### Routed clock nets over the placement

Scale: 4 px per um.
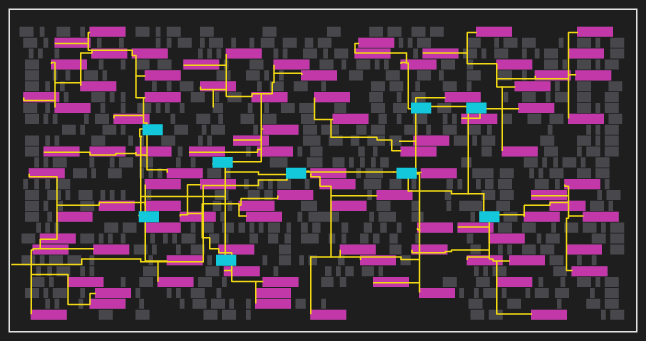
### Cell density map

Scale: 2 px per um. 16 x 8 tiles, from black (low) to pale yellow (high), 0 to 100% covered.
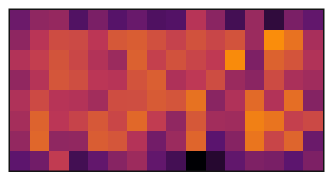
$ cat config.mk
export PLATFORM = sky130hd
export DESIGN_NAME = wb_host_bridge
export DESIGN_NICKNAME = d
export VERILOG_FILES = /design/src/rtl/wb_host_bridge_pkg.sv /design/src/rtl/wb_host_bridge_tmo.sv /design/src/rtl/wb_host_bridge.sv
export SDC_FILE = /design/constraint.sdc
export NUM_CORES = 1
export LEC_CHECK = 0
export CAP_MARGIN = 10
export CELL_PAD_IN_SITES_DETAIL_PLACEMENT = 1
export CELL_PAD_IN_SITES_GLOBAL_PLACEMENT = 1
export CORE_ASPECT_RATIO = 0.5
export CORE_MARGIN = 2
export CORE_UTILIZATION = 36
export CTS_BUF_LIST = sky130_fd_sc_hd__clkbuf_4 sky130_fd_sc_hd__clkbuf_8
export DETAILED_ROUTE_END_ITERATION = 16
export PLACE_DENSITY_LB_ADDON = 0.1
export SLEW_MARGIN = 20
export SYNTH_ARGS = -nofsm -noshare
export SYNTH_HDL_FRONTEND = slang
export SYNTH_SLANG_ARGS = --single-unit
$ cat constraint.sdc
create_clock -name clk_i -period 7.4 [get_ports clk_i]
set_input_delay 0.74 -clock clk_i [delete_from_list [all_inputs] [get_ports clk_i]]
set_output_delay 0.74 -clock clk_i [all_outputs]
set_load 0.03 [all_outputs]
$ cat src/rtl/wb_host_bridge_pkg.sv
// Shared types and constants for the Wishbone host bridge.
// Contents: FSM state enum, retry limit, bus widths, response payload struct.
package wb_host_bridge_pkg;

    localparam int unsigned DATA_WIDTH  = 32;
    localparam int unsigned SEL_WIDTH   = 4;
    localparam int unsigned MAX_RETRY   = 3;
    localparam int unsigned RETRY_WIDTH = 2;

    typedef enum logic [1:0] {
        IDLE,
        STROBE,
        WAIT,
        RESP
    } state_t;

    typedef struct packed {
        logic [DATA_WIDTH-1:0] dat;
        logic                  err;
        logic                  tmo;
    } rsp_t;

endpackage

$ cat src/rtl/wb_host_bridge_tmo.sv
// Watchdog counter: cleared by load, counts up while en, flags when it hits LIMIT.
// Ports:
//   clk, rst   - clock, asynchronous active-high reset
//   load       - clear the count to zero
//   en         - count one cycle
//   expired_c  - combinational flag, count equals LIMIT
module wb_host_bridge_tmo #(
    parameter int unsigned CNT_WIDTH = 16,
    parameter int unsigned LIMIT     = 255
) (
    input  logic clk,
    input  logic rst,
    input  logic load,
    input  logic en,
    output logic expired_c
);

    logic [CNT_WIDTH-1:0] cnt;

    // Load takes priority so a new access always starts from zero.
    always_ff @(posedge clk or posedge rst) begin
        if (rst) begin
            cnt <= '0;
        end else if (load) begin
            cnt <= '0;
        end else if (en) begin
            cnt <= cnt + CNT_WIDTH'(1);
        end
    end

    assign expired_c = (cnt == CNT_WIDTH'(LIMIT));

endmodule

$ cat src/rtl/wb_host_bridge.sv
// Wishbone pipelined master: turns one host valid/ready request into a single
// Wishbone cycle and always returns a response (ack, err/rty, or timeout).
// Optional macro WB_HOST_BRIDGE_RETRY_EN: rty re-issues the access up to
// MAX_RETRY times before reporting err; without it rty reports err at once.
// Ports:
//   clk_i, rst_i                      - clock, asynchronous active-high reset
//   req_valid_i/req_ready_o           - host request handshake
//   req_we_i, req_adr_i, req_sel_i, req_dat_i - request payload
//   rsp_valid_o/rsp_ready_i           - host response handshake
//   rsp_dat_o, rsp_err_o, rsp_tmo_o   - response payload
//   wb_cyc_o, wb_stb_o, wb_adr_o, wb_sel_o, wb_we_o, wb_dat_o - Wishbone master out
//   wb_dat_i, wb_ack_i, wb_err_i, wb_rty_i, wb_stall_i       - Wishbone master in
module wb_host_bridge
    import wb_host_bridge_pkg::*;
#(
    parameter int unsigned ADDR_WIDTH = 4,
    parameter int unsigned TIMEOUT    = 255,
    parameter int unsigned CNT_WIDTH  = 16
) (
    input  logic                  clk_i,
    input  logic                  rst_i,
    input  logic                  req_valid_i,
    output logic                  req_ready_o,
    input  logic                  req_we_i,
    input  logic [ADDR_WIDTH-1:0] req_adr_i,
    input  logic [SEL_WIDTH-1:0]  req_sel_i,
    input  logic [DATA_WIDTH-1:0] req_dat_i,
    output logic                  rsp_valid_o,
    input  logic                  rsp_ready_i,
    output logic [DATA_WIDTH-1:0] rsp_dat_o,
    output logic                  rsp_err_o,
    output logic                  rsp_tmo_o,
    output logic                  wb_cyc_o,
    output logic                  wb_stb_o,
    output logic [ADDR_WIDTH-1:0] wb_adr_o,
    output logic [SEL_WIDTH-1:0]  wb_sel_o,
    output logic                  wb_we_o,
    output logic [DATA_WIDTH-1:0] wb_dat_o,
    input  logic [DATA_WIDTH-1:0] wb_dat_i,
    input  logic                  wb_ack_i,
    input  logic                  wb_err_i,
    input  logic                  wb_rty_i,
    input  logic                  wb_stall_i
);

    state_t state, state_next;
    rsp_t   rsp_q, rsp_next;
    logic   rsp_load;
    logic   accept;
    logic   busy;
    logic   expired_c;
    logic   retry_c;
    logic   rty_fail_c;

    assign accept = (state == IDLE) && req_valid_i && req_ready_o;
    assign busy   = (state == STROBE) || (state == WAIT);

    // Watchdog runs across retries; only a new request clears it.
    wb_host_bridge_tmo #(
        .CNT_WIDTH(CNT_WIDTH),
        .LIMIT    (TIMEOUT)
    ) u_tmo (
        .clk      (clk_i),
        .rst      (rst_i),
        .load     (accept),
        .en       (busy),
        .expired_c(expired_c)
    );

`ifdef WB_HOST_BRIDGE_RETRY_EN
    logic [RETRY_WIDTH-1:0] retry_cnt;

    // err outranks rty, so an rty alongside err never consumes a retry.
    assign retry_c = wb_rty_i && !wb_err_i && (retry_cnt < RETRY_WIDTH'(MAX_RETRY));

    always_ff @(posedge clk_i or posedge rst_i) begin
        if (rst_i) begin
            retry_cnt <= '0;
        end else if (state == IDLE) begin
            retry_cnt <= '0;
        end else if (busy && retry_c) begin
            retry_cnt <= retry_cnt + RETRY_WIDTH'(1);
        end
    end
`else
    assign retry_c = 1'b0;
`endif

    assign rty_fail_c = wb_rty_i && !retry_c;

    // Next state and response payload; terminations ranked err > rty > ack > timeout.
    always_comb begin
        state_next = state;
        rsp_next   = '0;
        rsp_load   = 1'b0;
        case (state)
            IDLE: begin
                if (accept) begin
                    state_next = STROBE;
                end
            end
            STROBE, WAIT: begin
                if (wb_err_i || rty_fail_c) begin
                    state_next   = RESP;
                    rsp_load     = 1'b1;
                    rsp_next.err = 1'b1;
                end else if (retry_c) begin
                    state_next = STROBE;
                end else if (wb_ack_i) begin
                    state_next   = RESP;
                    rsp_load     = 1'b1;
                    rsp_next.dat = wb_we_o ? '0 : wb_dat_i;
                end else if (expired_c) begin
                    state_next   = RESP;
                    rsp_load     = 1'b1;
                    rsp_next.err = 1'b1;
                    rsp_next.tmo = 1'b1;
                end else if ((state == STROBE) && !wb_stall_i) begin
                    state_next = WAIT;
                end
            end
            RESP: begin
                if (rsp_ready_i) begin
                    state_next = IDLE;
                end
            end
            default: begin
                state_next = IDLE;
            end
        endcase
    end

    // State plus registered outputs decoded from the next state.
    always_ff @(posedge clk_i or posedge rst_i) begin
        if (rst_i) begin
            state       <= IDLE;
            req_ready_o <= 1'b0;
            rsp_valid_o <= 1'b0;
            wb_cyc_o    <= 1'b0;
            wb_stb_o    <= 1'b0;
            wb_adr_o    <= '0;
            wb_sel_o    <= '0;
            wb_we_o     <= 1'b0;
            wb_dat_o    <= '0;
            rsp_q       <= '0;
        end else begin
            state       <= state_next;
            req_ready_o <= (state_next == IDLE);
            rsp_valid_o <= (state_next == RESP);
            wb_cyc_o    <= (state_next == STROBE) || (state_next == WAIT);
            wb_stb_o    <= (state_next == STROBE);
            if (accept) begin
                wb_adr_o <= req_adr_i & ~ADDR_WIDTH'(3);
                wb_sel_o <= req_sel_i;
                wb_we_o  <= req_we_i;
                wb_dat_o <= req_dat_i;
            end
            if (rsp_load) begin
                rsp_q <= rsp_next;
            end
        end
    end

    assign rsp_dat_o = rsp_q.dat;
    assign rsp_err_o = rsp_q.err;
    assign rsp_tmo_o = rsp_q.tmo;

endmodule

==> results.cfg <==
; flow metrics
[outcome]
status = finished, final reports clean

[setup_path]
crit_top_cell = ha_1
crit_family = adder cells
rrSetupSlack_ns = 4.34
max_stage_delay_ns = 0.59
start_kind = flop
reg2reg_from = state[0]$_DFF_PP0_
critPathKind = reg2reg
reg2reg_depth = 8
cp.arrival_ns = 3.31
path_buffers = 2
path_depth = 8
startpoint = state[0]$_DFF_PP0_
critPathSlowestCell = ha_1
setup.worst_path.end = wb_cyc_o$_DFF_PP0_
cp_max_fo = 22
crit_chain = inv_1 > ha_1 > nand4_1 > nor4_4 > a21oi_4 > buf_4 > a311o_1 > ha_1

[final_timing]
maxSlewHeadroom_pct = 37.6
fin_crit_sh_pct = 41.4
setup_violations = 0
fin_tns_setup_ns = 0
hold_violations = 0
hold_ws_ns = 0.481
rsz0062_at_grt = no
fmax_mhz = 326
finalMaxSlewViolations = 0
setup_ws_ns = 4.34

[synthesis]
mux_share_pct = 7.89
common_cells = nand2_1, dfrtp_1, inv_1
area_leaders = dfrtp_1, nand2_1, mux2i_1
yosys-stat-cells = 427
yosys-dominant-comb-family = simple AND/OR/NAND/NOR gates
xor_area_share_pct = 2.09
synthesis.area_um2 = 4190
fa_ha_area_share_pct = 2.09
ys_types = 40
avgSynthCellArea_um2 = 9.80
ys_seq_share_pct = 56.8
ff_type = dfrtp_1
synthArstFlopShare_pct = 100
yosysWarnings = 0
synth.most_common_cell = nand2_1
ys_sh_simple_pct = 20.3
numSynthFlops = 95
synthCells = 427
largest_area_cell = dfrtp_1
synth-edff-count = 0
synth.top_cell.area_share_pct = 56.8
ys_sh_aoi_pct = 3.47

[global_route]
grt-ovfl-total = 0
antenna_found_initial = 0
grt_pass1_wl_um = 17700
track_usage_pct = 18.0
grt_pass1_vias = 3488

[cells_and_area]
syn_to_final_growth_pct = 42.9
antenna_cells_inserted = 0
final_util_pct = 53.7
layout-drive-gt1-share_pct = 4.98
final_cell_area_um2 = 5980

[clocking]
cts_setup_buffers = 0
cts_inserted_buffers = 9
clock_path_buffers = 2
ctsHoldBuffers = 0
ctsResizeCount = 0
clk_pin_slew_worst_paths_ns = 0.10
cts_tree = yes
root_buffer = clkbuf_8

[power_and_ir_drop]
seqPwrFrac_pct = 35.9
power_density_nw_per_um2 = 388
top_power_group = combinational cells
combPwrFrac_pct = 50.8
p_sw_share_pct = 42.7
p_sw_w = 0.000991
vdd_drop_max_v = 0.000187
seq_power_w = 0.000834
leakagePower_nw = 2.75

[min_path]
hp-start = wb_dat_o[11]$_DFFE_PP0P_
hold_path_end = wb_dat_o[11]$_DFFE_PP0P_
worst_hold_path_type = reg2reg

[floorplanning]
io_pins = 160
rows = 27
die_area_um2 = 12600
coreArea_um2 = 11100
fp_util_pct = 37.6
die_w_um = 157

[detailed_routing]
wl_per_cell_um = 14.8
via_per_inst = 4.65
firstDrtPassIters = 4
drt_iter0_markers = 115
routed_wl_um = 10800
route.detailed.drc = 0
ant_nets = 0
vias = 3383

[placement]
place_hpwl_um = 7560
routabilityCongestion = 0.737
post-place-ws_ns = 4.04
placed_cells = 712
place_area_um2 = 5810

[job]
tool_warnings = 32
maxCapViolCount = 0
## Picture notes: 'Routed clock nets over the placement'
[yellow] clock wires | length: 1240 um
[cyan] cells driving clock nets | count: 9
[magenta] flip-flops | count: 95
routed clock nets: 10
flops lie: all over the die
clk pwr: 0.000307 W
clock skew: 0.00890 ns
clock share of power: 13.2%
Clk Latency, worst-skew pair: 0.36 ns

## Picture notes: 'Cell density map'
fullest tile: 75%
mean over tiles: 46%
densest ninth of the die: center
tiles over 75% full: 0.80%
nearly empty tiles: 0.80%

==> cell type report <==
type / count / area (um2)
Fill cell: 1242 / 5170
Sequential cell: 95 / 2380
Timing Repair Buffer: 159 / 1580
Multi-Input combinational cell: 276 / 1530
Tap cell: 145 / 181
Inverter: 37 / 141
Clock buffer: 10 / 131
Clock inverter: 5 / 36.3
==> tightest hold or removal path: stages, from the launching register on <==
cell     delay (ns)
dfrtp_1        0.35
nand2_1        0.05
nand2_1        0.05
==> metal layers <==
layer  wire, um  share of wire (%)  track usage [%]
met3        999                9.3             7.61
met2       4740                 44             28.3
met5          0                  0                0
met1       4950                 46             23.3
met4         84               0.78             3.85
Power figures rest on the tool's default switching activity, not on a simulated workload.
